--- src/rtl/uart_tx_sched_if.sv ---
// Requester handshake, baud tick and serial-line status bundle for uart_tx_sched.
// master = requester/environment side, slave = the transmitter.
interface uart_tx_sched_if;
   logic       tick;
   logic       req0_valid;
   logic [7:0] req0_data;
   logic       req0_ready;
   logic       req1_valid;
   logic [7:0] req1_data;
   logic       req1_ready;
   logic       txd;
   logic       busy;
   logic       owner;
   logic       frame_done;

   modport master (
      output tick, req0_valid, req0_data, req1_valid, req1_data,
      input  req0_ready, req1_ready, txd, busy, owner, frame_done
   );

   modport slave (
      input  tick, req0_valid, req0_data, req1_valid, req1_data,
      output req0_ready, req1_ready, txd, busy, owner, frame_done
   );
endinterface

--- src/rtl/uart_tx_sched.sv ---
// Two-requester round-robin UART transmitter, 8N1, LSB first.
// Bit timing comes from an external oversampled tick; each bit lasts OVERSAMPLE ticks.
module uart_tx_sched #(
   parameter int unsigned OVERSAMPLE = 4
) (
   input logic             clk,
   input logic             resetn,
   uart_tx_sched_if.slave  bus
);

   localparam int unsigned CntW = (OVERSAMPLE > 1) ? $clog2(OVERSAMPLE) : 1;
   localparam logic [CntW-1:0] CntLast = CntW'(OVERSAMPLE - 1);

   typedef enum logic [1:0] {StIdle, StStart, StData, StStop} state_e;

   state_e          state_q, state_d;
   logic [CntW-1:0] cnt_q, cnt_d;
   logic [2:0]      bit_q, bit_d;
   logic [7:0]      shift_q, shift_d;
   logic            owner_q, owner_d;
   logic            txd_q, txd_d;
   logic            done_q, done_d;

   logic grant0, grant1;
   logic ready0, ready1;
   logic accept;
   logic bit_end;

   // Round-robin: on contention the requester that did not own the last frame wins.
   assign grant0 = bus.req0_valid & (~bus.req1_valid | owner_q);
   assign grant1 = bus.req1_valid & (~bus.req0_valid | ~owner_q);

   assign ready0  = resetn & (state_q == StIdle) & grant0;
   assign ready1  = resetn & (state_q == StIdle) & grant1;
   assign accept  = ready0 | ready1;
   assign bit_end = bus.tick & (cnt_q == CntLast);

   always_comb begin
      state_d = state_q;
      cnt_d   = cnt_q;
      bit_d   = bit_q;
      shift_d = shift_q;
      owner_d = owner_q;
      done_d  = 1'b0;

      // Ticks only advance the bit timer while a frame is on the line.
      if (state_q != StIdle && bus.tick) begin
         cnt_d = bit_end ? '0 : cnt_q + 1'b1;
      end

      unique case (state_q)
         StIdle: begin
            if (accept) begin
               state_d = StStart;
               cnt_d   = '0;
               bit_d   = '0;
               owner_d = ready1;
               shift_d = ready1 ? bus.req1_data : bus.req0_data;
            end
         end
         StStart: begin
            if (bit_end) begin
               state_d = StData;
               bit_d   = '0;
            end
         end
         StData: begin
            if (bit_end) begin
               shift_d = shift_q >> 1;
               bit_d   = bit_q + 3'd1;
               if (bit_q == 3'd7) begin
                  state_d = StStop;
               end
            end
         end
         StStop: begin
            if (bit_end) begin
               state_d = StIdle;
               done_d  = 1'b1;
            end
         end
         default: state_d = StIdle;
      endcase

      unique case (state_d)
         StStart: txd_d = 1'b0;
         StData:  txd_d = shift_d[0];
         default: txd_d = 1'b1;
      endcase
   end

   always_ff @(posedge clk) begin
      if (!resetn) begin
         state_q <= StIdle;
         cnt_q   <= '0;
         bit_q   <= '0;
         shift_q <= '0;
         owner_q <= 1'b1;
         txd_q   <= 1'b1;
         done_q  <= 1'b0;
      end else begin
         state_q <= state_d;
         cnt_q   <= cnt_d;
         bit_q   <= bit_d;
         shift_q <= shift_d;
         owner_q <= owner_d;
         txd_q   <= txd_d;
         done_q  <= done_d;
      end
   end

   assign bus.req0_ready = ready0;
   assign bus.req1_ready = ready1;
   assign bus.txd        = txd_q;
   assign bus.busy       = (state_q != StIdle);
   assign bus.owner      = owner_q;
   assign bus.frame_done = done_q;

endmodule

--- src/flat_wrapper.sv ---
// flat-port wrapper written by rule: the top's interface ports become plain ports
module uart_tx_sched_flat 
#(
   parameter int unsigned OVERSAMPLE = 4
)
  (clk, resetn, bus_tick, bus_req0_valid, bus_req0_data, bus_req1_valid, bus_req1_data, bus_req0_ready, bus_req1_ready, bus_txd, bus_busy, bus_owner, bus_frame_done);
  uart_tx_sched_if bus_i ();
  input logic clk;
  input logic resetn;
  input wire logic [$bits(bus_i.tick)-1:0] bus_tick;
  input wire logic [$bits(bus_i.req0_valid)-1:0] bus_req0_valid;
  input wire logic [$bits(bus_i.req0_data)-1:0] bus_req0_data;
  input wire logic [$bits(bus_i.req1_valid)-1:0] bus_req1_valid;
  input wire logic [$bits(bus_i.req1_data)-1:0] bus_req1_data;
  output wire logic [$bits(bus_i.req0_ready)-1:0] bus_req0_ready;
  output wire logic [$bits(bus_i.req1_ready)-1:0] bus_req1_ready;
  output wire logic [$bits(bus_i.txd)-1:0] bus_txd;
  output wire logic [$bits(bus_i.busy)-1:0] bus_busy;
  output wire logic [$bits(bus_i.owner)-1:0] bus_owner;
  output wire logic [$bits(bus_i.frame_done)-1:0] bus_frame_done;
  assign bus_i.tick = bus_tick;
  assign bus_i.req0_valid = bus_req0_valid;
  assign bus_i.req0_data = bus_req0_data;
  assign bus_i.req1_valid = bus_req1_valid;
  assign bus_i.req1_data = bus_req1_data;
  assign bus_req0_ready = bus_i.req0_ready;
  assign bus_req1_ready = bus_i.req1_ready;
  assign bus_txd = bus_i.txd;
  assign bus_busy = bus_i.busy;
  assign bus_owner = bus_i.owner;
  assign bus_frame_done = bus_i.frame_done;
  uart_tx_sched #(.OVERSAMPLE(OVERSAMPLE)) u_core (.clk(clk), .resetn(resetn), .bus(bus_i));
endmodule
--- config.mk ---
export PLATFORM = sky130hd
export DESIGN_NAME = uart_tx_sched_flat
export DESIGN_NICKNAME = d
export VERILOG_FILES = /design/src/rtl/uart_tx_sched_if.sv /design/src/rtl/uart_tx_sched.sv /design/src/flat_wrapper.sv
export SDC_FILE = /design/constraint.sdc
export NUM_CORES = 1
export LEC_CHECK = 0
export CORE_MARGIN = 2
export CORE_UTILIZATION = 35
export CTS_CLUSTER_SIZE = 28
export DETAILED_ROUTE_END_ITERATION = 8
export GPL_TIMING_DRIVEN = 1
export PLACE_DENSITY_LB_ADDON = 0.05
export SYNTH_ARGS = -nofsm -noshare
export SYNTH_HDL_FRONTEND = slang
export SYNTH_SLANG_ARGS = --single-unit
--- constraint.sdc ---
create_clock -name clk -period 2.3 [get_ports clk]
set_clock_uncertainty 0.2 [all_clocks]
set_input_delay 0.23 -clock clk [delete_from_list [all_inputs] [get_ports clk]]
set_output_delay 0.23 -clock clk [all_outputs]
set_load 0.01 [all_outputs]
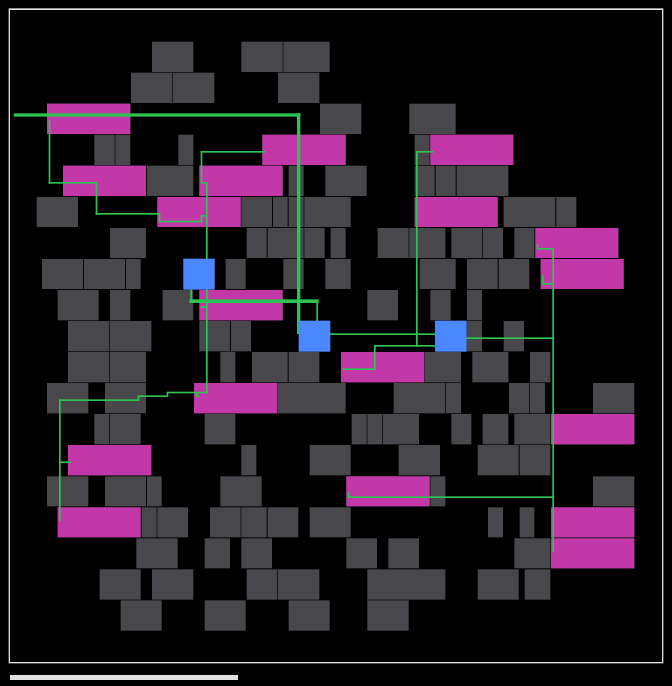
Figure 1: run 1, clock distribution.
The bar under the picture is 20 µm long.
Key: clock wires = green [length 234 µm]; flip-flops = magenta [count 18]; clock-net drivers = blue [count 3]
There are 4 routed clock nets.

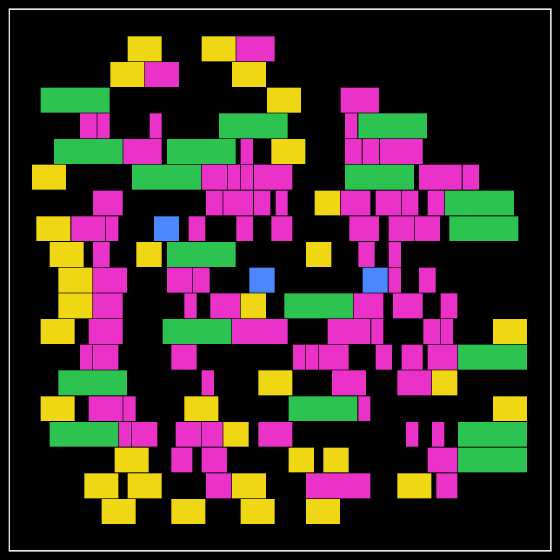
Figure 2: run 1, cell classes on the final placement.
Key: remaining logic cells = magenta [cells 83, share of their area 45%]; remaining buffers and delay cells = yellow [cells 34, share of their area 25%]; registers = green [cells 18, share of their area 28%]; clock-net drivers = blue [cells 3, share of their area 1.8%]

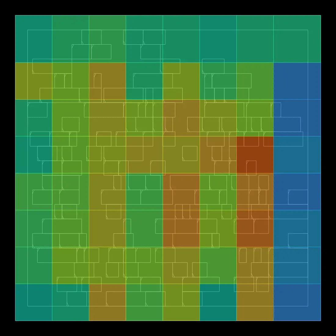
Figure 3: run 1, routing congestion map.
total routing usage reported by global routing: 0.154
final core utilization: 0.486

[run 1: cell families after synthesis]
kind of cell	after synthesis	synth area share
and+or+nand+nor	39	0.206
AOI/OAI and AO/OA	28	0.218
DFF	18	0.365
buffers and inverters	10	0.0608
muxes	9	0.0949
adders and majority gates	3	0.0380
xor gates and xnor gates	2	0.0177
[run 1: per-layer routing]
layer	track usage	routed length, µm
met1	0.203	1050
met2	0.259	1150
met3	0.0408	98
met4	0.0199	19
met5	0	0
[run 1: placed cells by master (no fill, tap or decap), types with 2 or more instances in the layout]
master,n
sky130_fd_sc_hd__a21oi_1,7
sky130_fd_sc_hd__a22oi_1,3
sky130_fd_sc_hd__a2bb2oi_1,2
sky130_fd_sc_hd__a32oi_1,2
sky130_fd_sc_hd__buf_4,8
sky130_fd_sc_hd__clkbuf_4,3
sky130_fd_sc_hd__clkdlybuf4s50_1,26
sky130_fd_sc_hd__dfxtp_1,18
sky130_fd_sc_hd__ha_1,3
sky130_fd_sc_hd__inv_1,2
sky130_fd_sc_hd__mux2_2,3
sky130_fd_sc_hd__mux2i_1,6
sky130_fd_sc_hd__nand2_1,9
sky130_fd_sc_hd__nand3_1,9
sky130_fd_sc_hd__nor2_1,11
sky130_fd_sc_hd__o211ai_1,4
sky130_fd_sc_hd__xnor2_1,2
[run 1: worst register-to-register path: stages (launching register included)]
cell and delay, ps:
sky130_fd_sc_hd__dfxtp_1 330, sky130_fd_sc_hd__ha_1 260, sky130_fd_sc_hd__and4b_1 280, sky130_fd_sc_hd__buf_4 180, sky130_fd_sc_hd__a22o_1 270, sky130_fd_sc_hd__o31a_1 280
[run 1: per-stage QoR]
| stage | std cells | instance area (µm²) | power [W] | util |
|---|---|---|---|---|
| after floorplan | 109 | 988 | 0.000428 | - |
| after global placement | 166 | 1290 | 0.000498 | 0.478 |
| after detailed placement | 166 | 1290 | 0.000502 | 0.478 |
| after CTS | 169 | 1320 | 0.000654 | 0.486 |
| after global routing | 169 | 1320 | 0.000682 | 0.486 |
| final | 169 | 1320 | 0.000644 | 0.486 |
[run 1: cell type report]
cell class,count,area [µm²]
well taps,31,38.8
multi-input cells,81,568
clock buffers,3,22.5
fillers,268,1390
flip-flops and latches,18,360
inverters,2,7.51
repair buffers,34,320
[run 1: sequential cells by signal, indices dropped and copies added (netlist names)]
name	count
u_core.bus.txd	1
u_core.cnt_q	2
u_core.bit_q	3
u_core.bus.owner	1
u_core.state_q	2
u_core.shift_q	8
u_core.bus.frame_done	1
[run 1: final timing paths]
check / from / end / slack (ps)
setup / recovery: u_core.state_q[1] / bus_busy / 90
hold / removal: u_core.shift_q[5] / u_core.shift_q[5] / 270
setup reg to reg: u_core.cnt_q[0] / u_core.bus.txd / 410
hold reg to reg: u_core.shift_q[5] / u_core.shift_q[5] / 270
[run 1: power groups by stage]
stage | clock [W] | sequential, W | combinational, W
2_1_floorplan | 0 | 0.000344 | 0.0000843
3_3_place_gp | 0 | 0.000348 | 0.000151
3_5_place_dp | 0 | 0.000348 | 0.000154
4_1_cts | 0.000160 | 0.000341 | 0.000154
5_1_grt | 0.000172 | 0.000343 | 0.000167
6_report | 0.000151 | 0.000341 | 0.000152
==> notes.md, run 1 <==
The flow ran to the end, and the final reports show no timing, DRC or antenna violations. Per the CTS log, the root buffer master is sky130_fd_sc_hd__clkbuf_4. The run gives 164 as the final net count. The final timing report counts setup violations totalling 0. Per the detail_route report, routed wire per instance is 13.7 µm. Clock edge transition at the registers on the reported setup and hold paths: 100 ps. The number of synthesized flops with an enable pin works out to 0.

The timing report notes that buffer and inverter cells on the critical path total 2. The number of nets produced by synthesis was 133; the depth of the most critical reg-to-reg path was 5. STA lists the maximum fanout along the critical path as 9. The first detailed-routing pass took 4 iterations. All stages included, the depth of the critical timing path comes to 3.

The run gives 0.365 as the sequential element share of the synthesized area. The clock sink count was 18; the final-report hold violation count was 0. The run gives 0 for the number of violations of the max-capacitance limit. The tools report the post-synthesis chip area from yosys as 988 µm².

Looking at the critical path, the single cell with the biggest stage delay is sky130_fd_sc_hd__dfxtp_1. The run gives 0 for the number of buffers added to fix hold violations after cts.
==> run 2, diff against run 1 <==
- SLEW_MARGIN: unset -> 20
==> run 2 against run 1 <==
Compared with the run above: maximum frequency is the same; critical endpoint unchanged; design area is the same; sequential share of layout area is the same; critical path type unchanged; flip-flop count is the same; worst hold slack is the same; critical path depth is the same; combinational power is essentially flat.
==> notes.md, run 2 <==
The post-synthesis mux area share is 0.0949 (unchanged), and the final design instance area without fill is 1320 µm² (unchanged). Counting flops per register, the top entry is u_core.shift_q. The flip-flop count of the largest register, all copies and words added came out at 8 (unchanged).

The tools report the endpoint of the worst hold-timing path as u_core.shift_q[5]. The area fraction in compound gates after synthesis works out to 0.218 (unchanged). The run gives 0.0177 (unchanged) for the xor and xnor area share after synthesis.

Setup slack of the worst register-to-register path: 410 ps (about the same). The area after detailed placement was 1290 µm² (unchanged); the detailed-routing iteration count for the pre-antenna-repair pass was 4 (unchanged). Final-report hold violation count: 0 (unchanged). In the final layout, the registers with the most flip-flops are u_core.shift_q (8), u_core.bit_q (3). For the worst reg-to-reg path, the endpoint reported by OpenROAD is u_core.bus.txd.

The number of buffers added to fix hold violations after cts came out at 0 (unchanged). The largest family of logic cells by area was AND-OR/OR-AND gates. The run gives 100 ps (about the same) for the clock edge transition at the registers on the reported setup and hold paths. The filler cell count is 268 (unchanged), and the depth of the most critical reg-to-reg path is 5 (unchanged).

The adder-cell share of the synthesized area was 0.0380 (unchanged); the post-synthesis share of cell area spent on and, or, nand and nor gates was 0.206 (unchanged). The run gives 18 (unchanged) for the clock sink count. For the worst reg-to-reg path, the startpoint reported by OpenROAD is u_core.cnt_q[0].

The overall track demand over capacity in global routing was 0.154 (unchanged); the number of violations of the max-capacitance limit was 0 (unchanged). The post-synthesis chip area from yosys was 988 µm² (unchanged). The maximum fanout along the worst path is 9 (unchanged). The flow ran to the end, and the final reports show no timing, DRC or antenna violations. The sequential element share of the synthesized area was 0.365 (unchanged).
[run 2: cell type report]
type	instances	area, µm²	share of cell area
Inverter	2	7.51	0.00570
Timing Repair Buffer	34	320	0.243
Tap cell	31	38.8	0.0294
Clock buffer	3	22.5	0.0171
Multi-Input combinational cell	81	568	0.431
Sequential cell	18	360	0.274
[run 2: report_power, final]
part	internal [W]	switching (W)
registers	0.000329	0.0000117
logic	0.0000898	0.0000624
clock network	0.0000608	0.0000899
[run 2: through the flow]
step | std cells | utilization | power, W
floorplan | 109 | - | 0.000428
global placement | 166 | 0.478 | 0.000498
detailed placement | 166 | 0.478 | 0.000502
CTS | 169 | 0.486 | 0.000654
global route | 169 | 0.486 | 0.000682
finish | 169 | 0.486 | 0.000644
[run 2: worst max-delay path: stages (launching register included)]
cell	delay, ps
sky130_fd_sc_hd__dfxtp_1	570
sky130_fd_sc_hd__nor2_1	180
sky130_fd_sc_hd__inv_1	180
sky130_fd_sc_hd__clkdlybuf4s50_1	560
[run 2: layer usage]
metal / vias to the layer above / part of all wire
met5: - / 0
met4: 0 / 0.0082
met3: 2 / 0.042
met2: 23 / 0.50
met1: 422 / 0.45
li1: 455 / -
[run 2: how the worst max path moves through the flow]
| stage | startpoint | endpoint | slack (ps) |
|---|---|---|---|
| after global routing | u_core.state_q[1] | bus_busy | 5 |
| after detailed placement | bus_req1_valid | u_core.shift_q[3] | 180 |
| final | u_core.state_q[1] | bus_busy | 90 |
| after floorplan | u_core.cnt_q[0] | u_core.bus.txd | 580 |
| after global placement | resetn | bus_req0_ready | 240 |
| after CTS | u_core.state_q[1] | bus_busy | 80 |
[run 2: cells by family after synthesis]
logic type | Yosys count
AND-OR/OR-AND | 28
buffers and inverters | 10
multiplexers | 9
flip-flops | 18
AND/OR/NAND/NOR | 39
adder cells (fa/ha/maj) | 3
XOR/XNOR | 2
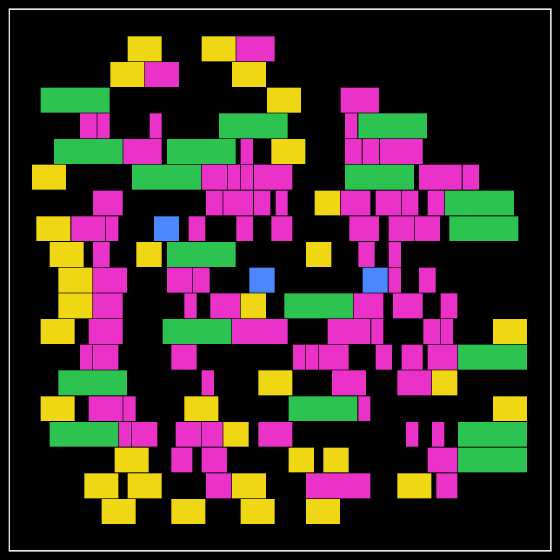
Figure 4: run 2, cell classes on the final placement.
Key: clock-net drivers = blue [cells 3, share of their area 1.8%]; remaining buffers and delay cells = yellow [cells 34, share of their area 25%]; remaining logic cells = magenta [cells 83, share of their area 45%]; registers = green [cells 18, share of their area 28%]

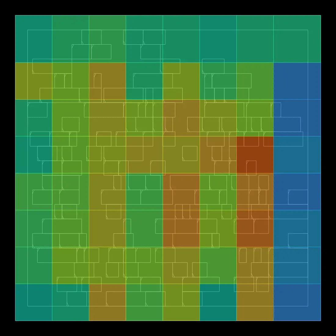
Figure 5: run 2, routing congestion map.
routing layer with the top usage in global route: met2
met2 track demand over resource in global routing: 0.259
final routed wire length divided by cell count: 13.7 µm
met3 track utilization from global routing: 0.0408
global-route track usage on met1: 0.203

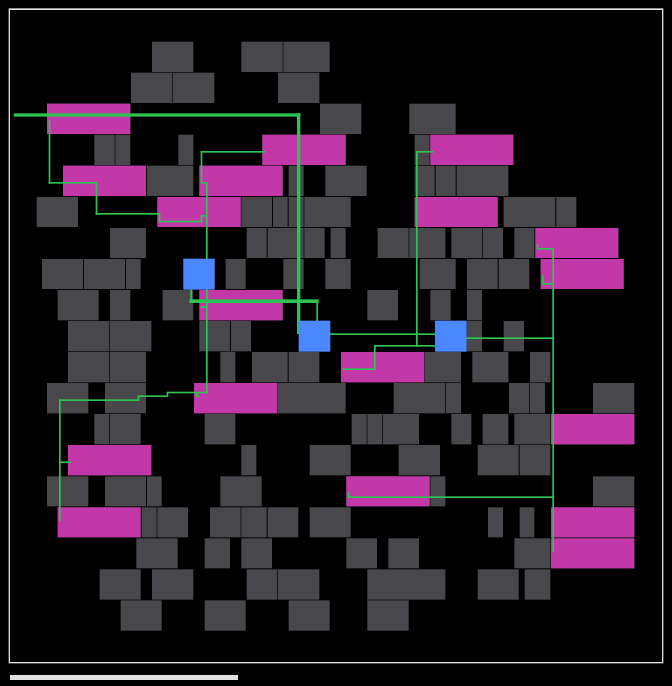
Figure 6: run 2, clock distribution.
The bar under the picture is 20 µm long.
Key: clock wires = green [length 234 µm]; flip-flops = magenta [count 18]; clock-net drivers = blue [count 3]
There are 4 routed clock nets.

==> run 3, diff against run 2 <==
- clock period: 2.3 -> 2.1 ns (I/O delays scaled with it)
==> run 3 against run 2 <==
Compared with the run above: routed wire length rose by 2.6%; largest power group unchanged; clock power rose by 17%; combinational power increased by 16%; highest routed layer unchanged; sequential power rose by 9.4%; global-route usage grew 0.92 points; count of clock-buffer cells in the layout unchanged; total power grew 13%; sequential share of layout area down 0.49 points; area after synthesis did not move; utilization grew 1.6 points; critical path depth unchanged; cell count grew 1.8%.
==> notes.md, run 3 <==
The flow ran to the end, and the final reports show no timing, DRC or antenna violations. The delay contributed by the slowest stage of the critical path came out at 520 ps (-50 ps). For the sequential element share of the synthesized area, the log shows 0.365 (unchanged). The run gives 4 (unchanged) as the detailed-routing iteration count for the pre-antenna-repair pass. For the number of buffers added to fix hold violations after cts, the log shows 0 (unchanged).

The portion of total power attributed to sequential cells came out at 0.513 (-0.016). The internal power contribution is 0.000534 W (+11%). For the clock sink count, the log shows 18 (unchanged). The final cell count without fillers was 172 (+1.8%).

The launch point of the worst register-to-register path is recorded as u_core.cnt_q[0]. The proportion of power drawn by combinational gates was 0.244 (+0.008). The logs give 220 ps (-190 ps) for the setup slack of the worst register-to-register path and 0 (unchanged) for the number of violations of the max-capacitance limit. In the final layout, the registers with the most flip-flops are u_core.shift_q (8), u_core.bit_q (3).

Per STA, the endpoint of the critical path is bus_req1_ready. The depth of the most critical reg-to-reg path was 5 (unchanged); the flip-flop count of the largest register, all copies and words added was 8 (unchanged). The tools report the clock group share of total power as 0.243 (+0.009).

The worst-path cell with the longest stage delay is sky130_fd_sc_hd__clkdlybuf4s50_1. The largest register by flop count is u_core.shift_q. The tools report the post-synthesis chip area from yosys as 988 µm² (unchanged).

For reference, the critical path is launched at u_core.state_q[0]. The logic depth of the worst path, buffers included works out to 3 (unchanged). The tools report the net switching power of the design as 0.000193 W (+18%).

The report lists the cells along the critical path as nor3b_4 -> and2_2 -> clkdlybuf4s50_1. The clock edge transition at the registers on the reported setup and hold paths was 110 ps (about the same). The maximum fanout along the worst path was 8 (-1); the switching share of power was 0.266 (+0.0109).

The endpoint of the lowest-slack register-to-register path was u_core.bus.txd.
run 3: netlist changes by cell type in the layout (fill, tap and decap cells not counted), sizes merged:
| cell | previous run | this run |
|---|---|---|
| buf | 8 | 11 |
| dlymetal6s2s | 0 | 1 |
| clkdlybuf4s50 | 26 | 25 |
run 3: what timing repair did:
item | CTS | global route
buffers inserted | 0 | 0
cloned | 0 | 0
setup endpoints to repair | 2 | 2
gates resized | 2 | 3
run 3: area by class of cell:
type / instances / area, µm²
inverters: 2 / 7.51
clock buffers: 3 / 22.5
multi-input cells: 81 / 568
flip-flops and latches: 18 / 365
repair buffers: 37 / 358
fillers: 273 / 1350
well taps: 31 / 38.8
run 3: per-stage QoR:
stage	area (µm²)	setup WS [ps]	total power [W]
after floorplan	988	380	0.000469
after global placement	1330	70.9	0.000556
after detailed placement	1330	-2.92	0.000559
after CTS	1360	26.8	0.000735
after global routing	1360	26.4	0.000759
final	1360	88.7	0.000727
run 3: how the worst min path moves through the flow:
stage	end	slack (ps)	cells after the start
floorplan	u_core.bus.owner	200	3
global placement	u_core.shift_q[6]	240	2
detailed placement	u_core.shift_q[6]	250	2
CTS	u_core.shift_q[6]	270	2
global route	u_core.shift_q[5]	290	2
finish	u_core.shift_q[5]	260	2
run 3: power groups by stage:
stage | sequential [W] | clock [W] | combinational, W
finish | 0.000373 | 0.000177 | 0.000177
global route | 0.000374 | 0.000191 | 0.000193
detailed placement | 0.000381 | 0 | 0.000178
floorplan | 0.000377 | 0 | 0.0000923
CTS | 0.000373 | 0.000183 | 0.000179
global placement | 0.000381 | 0 | 0.000175
run 3: cell families after synthesis:
kind of cell | share of synthesized area
muxes | 0.0949
xor gates and xnor gates | 0.0177
adders and majority gates | 0.0380
AOI/OAI and AO/OA | 0.218
DFF | 0.365
and+or+nand+nor | 0.206
buffers and inverters | 0.0608
run 3: routing by layer:
| layer | wire length [µm] | track usage | part of all wire | vias up |
|---|---|---|---|---|
| li1 | - | - | - | 466 |
| met1 | 1060 | 0.179 | 0.45 | 421 |
| met2 | 1200 | 0.305 | 0.51 | 15 |
| met3 | 80 | 0.0408 | 0.034 | 5 |
| met4 | 34 | 0.0498 | 0.014 | 0 |
| met5 | 0 | 0 | 0 | - |
run 3: tightest hold or removal path, stage by stage, from the launching register on:
cell and delay, ps:
sky130_fd_sc_hd__dfxtp_1 320, sky130_fd_sc_hd__nand2_1 50, sky130_fd_sc_hd__a21oi_1 50
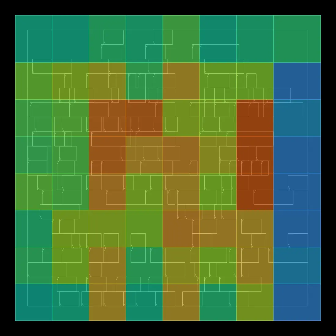
Figure 7: run 3, routing congestion map.
total routing usage reported by global routing: 0.163
global-route track usage on met1: 0.179
final core utilization: 0.502
met2 track demand over resource in global routing: 0.305

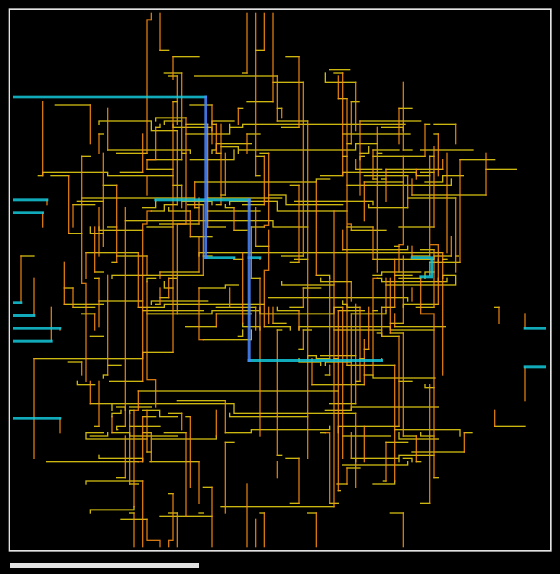
Figure 8: run 3, routed metal, one color a layer.
The bar under the picture is 20 µm long.
Key: M2 = orange [wire length 1200 µm]; M3 = cyan [wire length 80.5 µm]; M4 = blue [wire length 34.0 µm]; M1 = yellow [wire length 1060 µm]

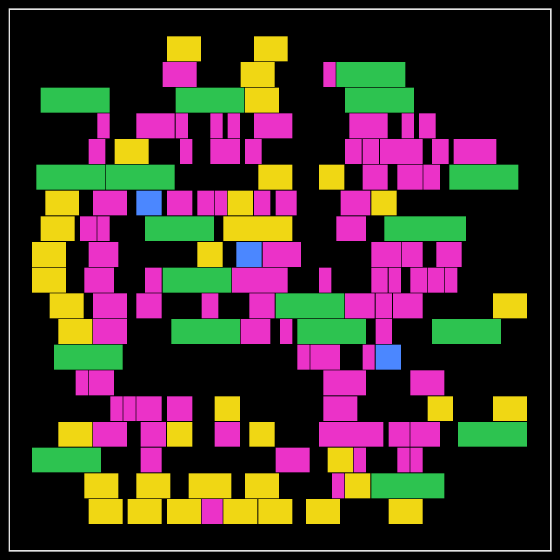
Figure 9: run 3, cell classes on the final placement.
Key: remaining buffers and delay cells = yellow [cells 37, share of their area 27%]; clock-net drivers = blue [cells 3, share of their area 1.7%]; registers = green [cells 18, share of their area 28%]; remaining logic cells = magenta [cells 83, share of their area 44%]

Power and IR drop assume default switching activity.
